Fig. 1: run 1, M1 wires
The bar under the picture is 20 um long. Cells faint in the background.
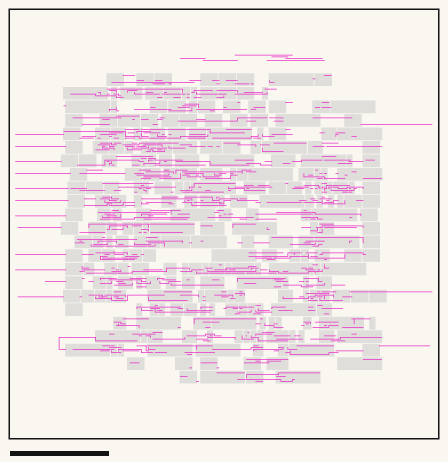
Fig. 2: run 1, metal 2
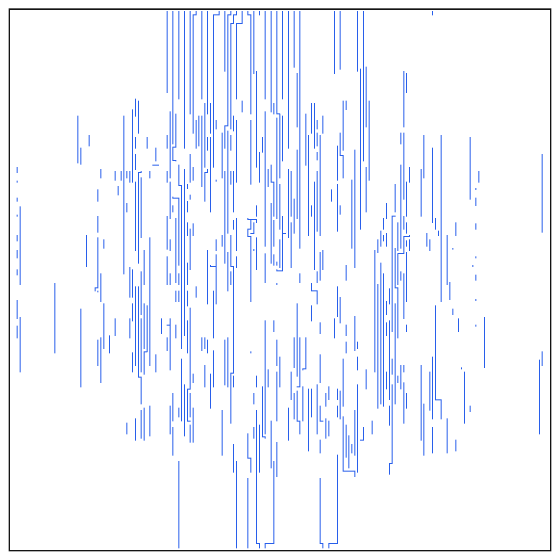
Fig. 3: run 1, met3 routing
The bar under the picture is 20 um long.
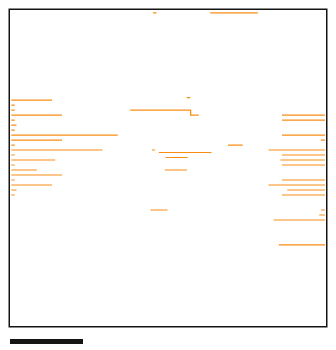
[config.mk]
export PLATFORM = sky130hd
export DESIGN_NAME = multi_bit_f2s_arb
export DESIGN_NICKNAME = d
export VERILOG_FILES = /design/src/rtl/multi_bit_f2s_arb.sv
export SDC_FILE = /design/constraint.sdc
export NUM_CORES = 1
export LEC_CHECK = 0
export CAP_MARGIN = 0
export CORE_MARGIN = 10
export CORE_UTILIZATION = 44
export CTS_BUF_LIST = sky130_fd_sc_hd__clkbuf_4 sky130_fd_sc_hd__clkbuf_8 sky130_fd_sc_hd__clkbuf_16
export CTS_CLUSTER_SIZE = 10
export DETAILED_ROUTE_END_ITERATION = 8
export GPL_ROUTABILITY_DRIVEN = 1
export PLACE_DENSITY = 0.79
export RECOVER_POWER = 50
export SYNTH_ARGS = -nofsm -noshare
export SYNTH_HDL_FRONTEND = slang
export SYNTH_SLANG_ARGS = --single-unit
[constraint.sdc]
create_clock -name clka -period 2.35 [get_ports clka]
set_input_delay 0.47 -clock clka [delete_from_list [all_inputs] [get_ports clka]]
set_output_delay 0.47 -clock clka [all_outputs]
set_load 0.02 [all_outputs]
[src/rtl/multi_bit_f2s_arb.sv]
// multi_bit_f2s_arb
//   Fast-domain (clka) round-robin arbiter that shares one multi-bit
//   fast-to-slow crossing channel between NUM_REQ requesters. A grant
//   launches {id, payload} with a 1-cycle valid pulse, then the channel is
//   held stable for HOLD_CYCLES clka cycles so the slow side can stretch,
//   synchronise and capture it.
//
// Ports
//   clka      fast clock, rising edge
//   rst_n     asynchronous active-low reset
//   en        arbitration enable (no new grants while low)
//   req       per-requester request level
//   req_data  payloads, requester i at [i*DATA_WIDTH +: DATA_WIDTH]
//   ack       one-hot 1-cycle pulse: word of that requester was launched
//   ch_data   {granted id, payload} to the crossing (held until next launch)
//   ch_valid  1-cycle launch pulse to the crossing
//   busy      high while the channel is held
//   xfer_cnt  launch count, 16-bit wrapping
module multi_bit_f2s_arb #(
  parameter int NUM_REQ     = 4,
  parameter int DATA_WIDTH  = 8,
  parameter int ID_W        = 2,
  parameter int HOLD_CYCLES = 8
) (
  input  logic                          clka,
  input  logic                          rst_n,
  input  logic                          en,
  input  logic [NUM_REQ-1:0]            req,
  input  logic [NUM_REQ*DATA_WIDTH-1:0] req_data,
  output logic [NUM_REQ-1:0]            ack,
  output logic [DATA_WIDTH+ID_W-1:0]    ch_data,
  output logic                          ch_valid,
  output logic                          busy,
  output logic [15:0]                   xfer_cnt
);

  localparam int CNT_W = (HOLD_CYCLES > 1) ? $clog2(HOLD_CYCLES) : 1;

  typedef enum logic {IDLE, HOLD} state_e;

  state_e                        state_q, state_d;
  logic [CNT_W-1:0]              cnt_q, cnt_d;
  logic [ID_W-1:0]               ptr_q, ptr_d;
  logic [NUM_REQ-1:0]            ack_q, ack_d;
  logic [DATA_WIDTH+ID_W-1:0]    chd_q, chd_d;
  logic                          chv_q, chv_d;
  logic [15:0]                   xcnt_q, xcnt_d;

  logic [DATA_WIDTH-1:0]         words [NUM_REQ];
  logic                          found;
  logic [ID_W-1:0]               sel, cand;

  for (genvar g = 0; g < NUM_REQ; g++) begin : g_words
    assign words[g] = req_data[g*DATA_WIDTH +: DATA_WIDTH];
  end

  // (a + b) mod NUM_REQ; keeps the pointer inside the legal id range even
  // when NUM_REQ is not a power of two.
  function automatic logic [ID_W-1:0] wrap_add(input logic [ID_W-1:0] a,
                                               input int b);
    int s;
    s = (int'(a) + b) % NUM_REQ;
    return ID_W'(s);
  endfunction

  // First asserted request searching upward from the pointer.
  always_comb begin
    found = 1'b0;
    sel   = '0;
    cand  = '0;
    for (int i = 0; i < NUM_REQ; i++) begin
      cand = wrap_add(ptr_q, i);
      if (!found && req[cand]) begin
        found = 1'b1;
        sel   = cand;
      end
    end
  end

  always_comb begin
    state_d = state_q;
    cnt_d   = cnt_q;
    ptr_d   = ptr_q;
    ack_d   = '0;
    chv_d   = 1'b0;
    chd_d   = chd_q;
    xcnt_d  = xcnt_q;
    case (state_q)
      IDLE: begin
        if (en && found) begin
          state_d = HOLD;
          cnt_d   = CNT_W'(HOLD_CYCLES - 1);
          ptr_d   = wrap_add(sel, 1);
          ack_d   = NUM_REQ'(1) << sel;
          chv_d   = 1'b1;
          chd_d   = {sel, words[sel]};
          xcnt_d  = xcnt_q + 16'd1;
        end
      end
      HOLD: begin
        // req/en are ignored until the hold window has fully elapsed.
        if (cnt_q == '0) state_d = IDLE;
        else             cnt_d   = cnt_q - 1'b1;
      end
      default: state_d = IDLE;
    endcase
  end

  always_ff @(posedge clka or negedge rst_n) begin
    if (!rst_n) begin
      state_q <= IDLE;
      cnt_q   <= '0;
      ptr_q   <= '0;
      ack_q   <= '0;
      chd_q   <= '0;
      chv_q   <= 1'b0;
      xcnt_q  <= '0;
    end else begin
      state_q <= state_d;
      cnt_q   <= cnt_d;
      ptr_q   <= ptr_d;
      ack_q   <= ack_d;
      chd_q   <= chd_d;
      chv_q   <= chv_d;
      xcnt_q  <= xcnt_d;
    end
  end

  assign ack      = ack_q;
  assign ch_data  = chd_q;
  assign ch_valid = chv_q;
  assign busy     = (state_q == HOLD);
  assign xfer_cnt = xcnt_q;

endmodule

==> tab_implementation.tex, run 1 <==
% Implementation results table
\begin{tabular}{lr}
\hline
Metric & Value \\
\hline
\multicolumn{2}{l}{\textbf{Routing}} \\
Vias per std cell & 5.26 \\
Routed length per instance & 15.9 um \\
Total DRC errors in the routed layout & 0 \\
Final ANT Viol Nets & 0 \\
Highest metal used & met4 \\
Met3 wire len & between 300 and 400 um \\
Initial drt markers & 53 \\
Met2 routed wirelength & approximately 2.6 mm \\
Routed metal-1 wirelength & 2.13 mm \\
\multicolumn{2}{l}{\textbf{Run}} \\
OpenROAD warning count & 27 \\
Max-cap viol count & 1 \\
\multicolumn{2}{l}{\textbf{Placed design}} \\
Minimum setup slack after placement & -0.302 ns \\
\# placed instances & 318 \\
Half-perimeter wire length after placement & 4.18 mm \\
GPL Wtd Cong & 0.848 \\
Placed standard-cell area & 0.00277 mm\^{}2 \\
Port buffer count & 70 \\
\multicolumn{2}{l}{\textbf{Setup path}} \\
Nature of the critical path startpoint & primary input \\
Crit path depth & 8 \\
CP Launch Point & req[3] \\
Reg2Reg Setup Slack & 0.52 ns \\
Slowest Stage Delay on Critical Path & 0.47 ns \\
Category of the critical setup timing path & in2reg \\
Buf+Inv Stages, Crit Path & 3 \\
Signal arrival time at the worst endpoint & around 2.2 ns \\
CP delay by family, top & AND-OR/OR-AND gates \\
Library cell contributing the largest single delay on the critical path & sky130\_fd\_sc\_hd\_\_clkdlybuf4s50\_1 \\
Launch instance of the worst register-to-register path & busy \\
Depth of the worst register-to-register path & 5 \\
Cell with the most instances on the worst path & sky130\_fd\_sc\_hd\_\_buf\_4 \\
Element type at the critical path end & register \\
Required time at the worst-slack endpoint & 2.51 ns \\
End point of the critical path & ch\_data[4] \\
\multicolumn{2}{l}{\textbf{Die}} \\
Total Die Area & roughly 0.0074 mm\^{}2 \\
Well-tap cell count & around 50 \\
Number of ports placed on the die boundary & 71 \\
Core box area & 0.00412 mm\^{}2 \\
Pre-placement core utilization & 46.7\% \\
\multicolumn{2}{l}{\textbf{GRT}} \\
GR met1 Demand/Resource & 16.3\% \\
Via count of the first global-routing pass & around 1800 \\
Global router's overall resource usage & 14.5\% \\
Most heavily used metal layer in global routing & met2 \\
Largest net degree at the start of global routing & 38 \\
Antenna violations before repair & 0 \\
GR Util met3 & approximately 5.5\% \\
Residual overflow from global routing & 0 \\
\multicolumn{2}{l}{\textbf{Layout}} \\
Post-route cell area & 0.00286 mm\^{}2 \\
Final layout net count & 317 \\
Flip-flop and latch share of the layout cell area & 32.4\% \\
Dominant logic cell types in the final layout & sky130\_fd\_sc\_hd\_\_clkdlybuf4s50\_1 (56), sky130\_fd\_sc\_hd\_\_dfrtp\_1 (37), sky130\_fd\_sc\_hd\_\_nand2\_1 (27) \\
Layout cell share with drive strength beyond 1 & 12.4\% \\
Multi-input logic area & 936 um\^{}2 \\
Number of clock-tree buffers in the layout & 7 \\
Most frequent logic cell in the layout & sky130\_fd\_sc\_hd\_\_clkdlybuf4s50\_1 \\
Number of filler cells placed in the layout & 340 \\
Antenna cells & 0 \\
Number of ordinary and repair buffers in the finished layout & roughly 86 \\
Multi-input gate count & 139 \\
Number of inverters outside the clock class in the layout & 6 \\
Number of flip-flops and latches & 37 \\
Max reg flops & 16 \\
Largest cell class & combinational gates \\
\multicolumn{2}{l}{\textbf{Logic synthesis}} \\
And-or/or-and share of the synthesized area & 14.4\% \\
Synth top area share & 48.1\% \\
Synth flops & 37 \\
Mux contribution to synthesized area & 4.16\% \\
Area of the synthesized netlist per yosys stat & a little under 0.002 mm\^{}2 \\
Leading register cell type out of synthesis & sky130\_fd\_sc\_hd\_\_dfrtp\_1 \\
Cell types occupying the most area after synthesis & sky130\_fd\_sc\_hd\_\_dfrtp\_1 (48\%), sky130\_fd\_sc\_hd\_\_nand2\_1 (5.3\%), sky130\_fd\_sc\_hd\_\_xnor2\_1 (5.0\%) \\
Yosys adder share & 1.95\% \\
Async SR Flop Fraction & 100\% \\
Synth Cell Area & 0.00192 mm\^{}2 \\
Gate count of the mapped netlist & 188 \\
Post-Synth Simple-Gate Area & between 20\% and 30\% \\
XOR/XNOR share of the synthesized area & 7.29\% \\
Most numerous cell in the Yosys netlist & sky130\_fd\_sc\_hd\_\_dfrtp\_1 \\
Mean post-synth cell area & 10.2 um\^{}2 \\
Post-synth cell types & 39 \\
Cell type contributing the most total cell area after synthesis & sky130\_fd\_sc\_hd\_\_dfrtp\_1 \\
\multicolumn{2}{l}{\textbf{Power and ir drop}} \\
Comb pwr & 1.25 mW \\
Worst IR Drop VDD & around 0.53 mV \\
Switching part of the total power & 37.5\% \\
Power density over the cells & 941 mW/mm\^{}2 \\
Combinational Power Share & 46.5\% \\
Seq pwr & 979 uW \\
Proportion of power drawn by the clock network & between 10\% and 20\% \\
Switching power summed over all nets & 1.01 mW \\
Clock network power & $\sim$460 uW \\
Reg power frac & a little over a third \\
Internal power & 1.68 mW \\
Leakage power total & approximately 1.3 nW \\
\multicolumn{2}{l}{\textbf{Final timing}} \\
Slew at the pin closest to its max-slew limit & 1.96 ns \\
Final setup violation count & 0 \\
Pins over their slew limit & 38 \\
Achievable frequency & 0.491 GHz \\
Hold slack & 0.462 ns \\
Final period util & 86.6\% \\
Remaining max-slew budget at the tightest pin & -30.5\% \\
RSZ-0062 raised after global routing & no \\
Clock Skews & 0.00259 ns \\
Setup TNS & 0 ns \\
\multicolumn{2}{l}{\textbf{Clocking}} \\
Cts bufs inserted & 5 \\
Post-CTS clock slew at the launch and capture registers of the worst setup and hold paths & $\sim$0.070 ns \\
Total number of H-tree levels & 2 \\
Max Buffers Root-to-Sink & 2 \\
Clock sink total & 37 \\
CTS Root Buffer Type & sky130\_fd\_sc\_hd\_\_clkbuf\_8 \\
Clock network latency to the later pin of the worst-skew pair & 0.28 ns \\
Clock tree from TritonCTS & built \\
Hold-fix buffers, CTS & 0 \\
Post-cts gate resize count & 1 \\
\multicolumn{2}{l}{\textbf{Run status}} \\
Failing checks & capacitance limit, slew limit \\
Outcome & finished with violations \\
\multicolumn{2}{l}{\textbf{Hold path}} \\
Hold path endpoint & xfer\_cnt[15] \\
\hline
\end{tabular}
Back to the opening pictures, Fig. 1:
share of all routed wire = 41%
longest straight run = 21.2 um
nets with wire on the layer = 283
wire length on this layer = 2130 um
main direction = horizontal

Back to the opening pictures, Fig. 2:
longest straight run = 37.8 um
share of all routed wire = 49%
wire length on this layer = 2560 um
nets with wire on the layer = 279
main direction = vertical
via count: 1709
total wirelength of the detailed-routed design: 5.18 mm
GR met2 Demand/Resource: 24.4%

Back to the opening pictures, Fig. 3:
nets with wire on the layer = 41
share of all routed wire = 7.2%
wire length on this layer = 371 um
longest straight run = 28.8 um
main direction = horizontal

==> run 2, diff against run 1 <==
Settings changed: CORE_MARGIN 10 to default.
Fig. 4: run 2, met3 routing
The bar under the picture is 20 um long.
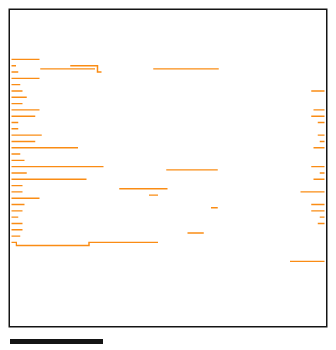
share of all routed wire = 5.6%
main direction = horizontal
nets with wire on the layer = 50

==> run 2 against run 1 <==
  * The flow still finishes with violations (capacitance limit, slew limit)
  * Register-to-register slack got worse by 0.04 ns
  * Wire length decreased by 13%
  * First-iteration DRC count increased by 110%
  * Critical path type unchanged
  * Largest power group unchanged
  * Highest routed layer unchanged
==> tab_implementation.tex, run 2 <==
% Implementation results table
\begin{tabular}{lr}
\hline
Metric & Value \\
\hline
\multicolumn{2}{l}{\textbf{Setup path}} \\
Buf+Inv Stages, Crit Path & 2 \\
Element type at the critical path end & register \\
Crit path depth & 7 \\
Slowest Stage Delay on Critical Path & approximately 0.54 ns \\
End point of the critical path & ch\_data[3] \\
Category of the critical setup timing path & in2reg \\
CP delay by family, top & buffers and inverters \\
Depth of the worst register-to-register path & 6 \\
Signal arrival time at the worst endpoint & 2.21 ns \\
CP Launch Point & req[3] \\
Launch instance of the worst register-to-register path & ptr\_q[1] \\
\multicolumn{2}{l}{\textbf{Logic synthesis}} \\
Mux contribution to synthesized area & 4.16\% \\
Area of the synthesized netlist per yosys stat & approximately 0.0019 mm\^{}2 \\
Synth Cell Area & 0.00192 mm\^{}2 \\
Post-Synth Simple-Gate Area & between 20 and 25\% \\
Synth top area share & 48.1\% \\
Cell type contributing the most total cell area after synthesis & sky130\_fd\_sc\_hd\_\_dfrtp\_1 \\
Async SR Flop Fraction & 100\% \\
Gate count of the mapped netlist & 188 \\
And-or/or-and share of the synthesized area & 14.4\% \\
\multicolumn{2}{l}{\textbf{Layout}} \\
Largest cell class & combinational gates \\
Dominant logic cell types in the final layout & sky130\_fd\_sc\_hd\_\_clkdlybuf4s50\_1 (57), sky130\_fd\_sc\_hd\_\_dfrtp\_1 (37), sky130\_fd\_sc\_hd\_\_nand2\_1 (27) \\
Number of ordinary and repair buffers in the finished layout & 81 \\
Flip-flop and latch share of the layout cell area & 32.8\% \\
Final layout net count & 312 \\
Max reg flops & 16 \\
Number of filler cells placed in the layout & 339 \\
Number of clock-tree buffers in the layout & 7 \\
Multi-input logic area & about 940 um\^{}2 \\
Post-route cell area & 0.00282 mm\^{}2 \\
Antenna cells & 0 \\
\multicolumn{2}{l}{\textbf{Power and ir drop}} \\
Reg power frac & 37.0\% \\
Worst IR Drop VDD & 0.444 mV \\
Comb pwr & between 1 and 1.5 mW \\
Switching part of the total power & 37.8\% \\
Leakage power total & 1.26 nW \\
Proportion of power drawn by the clock network & $\sim$17\% \\
\multicolumn{2}{l}{\textbf{Clocking}} \\
Clock network latency to the later pin of the worst-skew pair & about 0.28 ns \\
CTS Root Buffer Type & sky130\_fd\_sc\_hd\_\_clkbuf\_8 \\
Total number of H-tree levels & 2 \\
Max Buffers Root-to-Sink & 2 \\
Clock tree from TritonCTS & built \\
\multicolumn{2}{l}{\textbf{GRT}} \\
Antenna violations before repair & 0 \\
Via count of the first global-routing pass & 1651 \\
Residual overflow from global routing & 0 \\
\multicolumn{2}{l}{\textbf{Die}} \\
Number of ports placed on the die boundary & 71 \\
Well-tap cell count & about 50 \\
\multicolumn{2}{l}{\textbf{Placed design}} \\
Placed standard-cell area & 0.00272 mm\^{}2 \\
Port buffer count & around 70 \\
\multicolumn{2}{l}{\textbf{Hold path}} \\
Hold path endpoint & ch\_data[8] \\
\multicolumn{2}{l}{\textbf{Routing}} \\
Highest metal used & met4 \\
Total wirelength of the detailed-routed design & between 4 and 5 mm \\
Via count & 1665 \\
Total DRC errors in the routed layout & 0 \\
Met2 routed wirelength & 2.27 mm \\
\multicolumn{2}{l}{\textbf{Final timing}} \\
Slew at the pin closest to its max-slew limit & 1.94 ns \\
Final period util & about 88\% \\
Hold slack & 0.471 ns \\
Pins over their slew limit & 38 \\
RSZ-0062 raised after global routing & no \\
Achievable frequency & 0.485 GHz \\
Final setup violation count & 0 \\
\multicolumn{2}{l}{\textbf{Run status}} \\
Failing checks & capacitance limit, slew limit \\
Outcome & finished with violations \\
\multicolumn{2}{l}{\textbf{Run}} \\
Max-cap viol count & 1 \\
\hline
\end{tabular}
Fig. 5: run 2, M1 wires
The bar under the picture is 20 um long. Cells faint in the background.
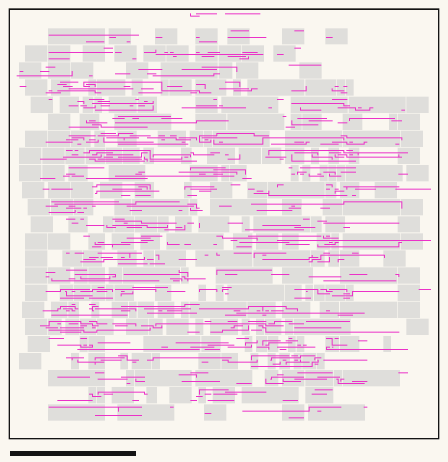
wire length on this layer = 1950 um
main direction = horizontal

Power figures rest on the tool's default switching activity, not on a simulated workload.
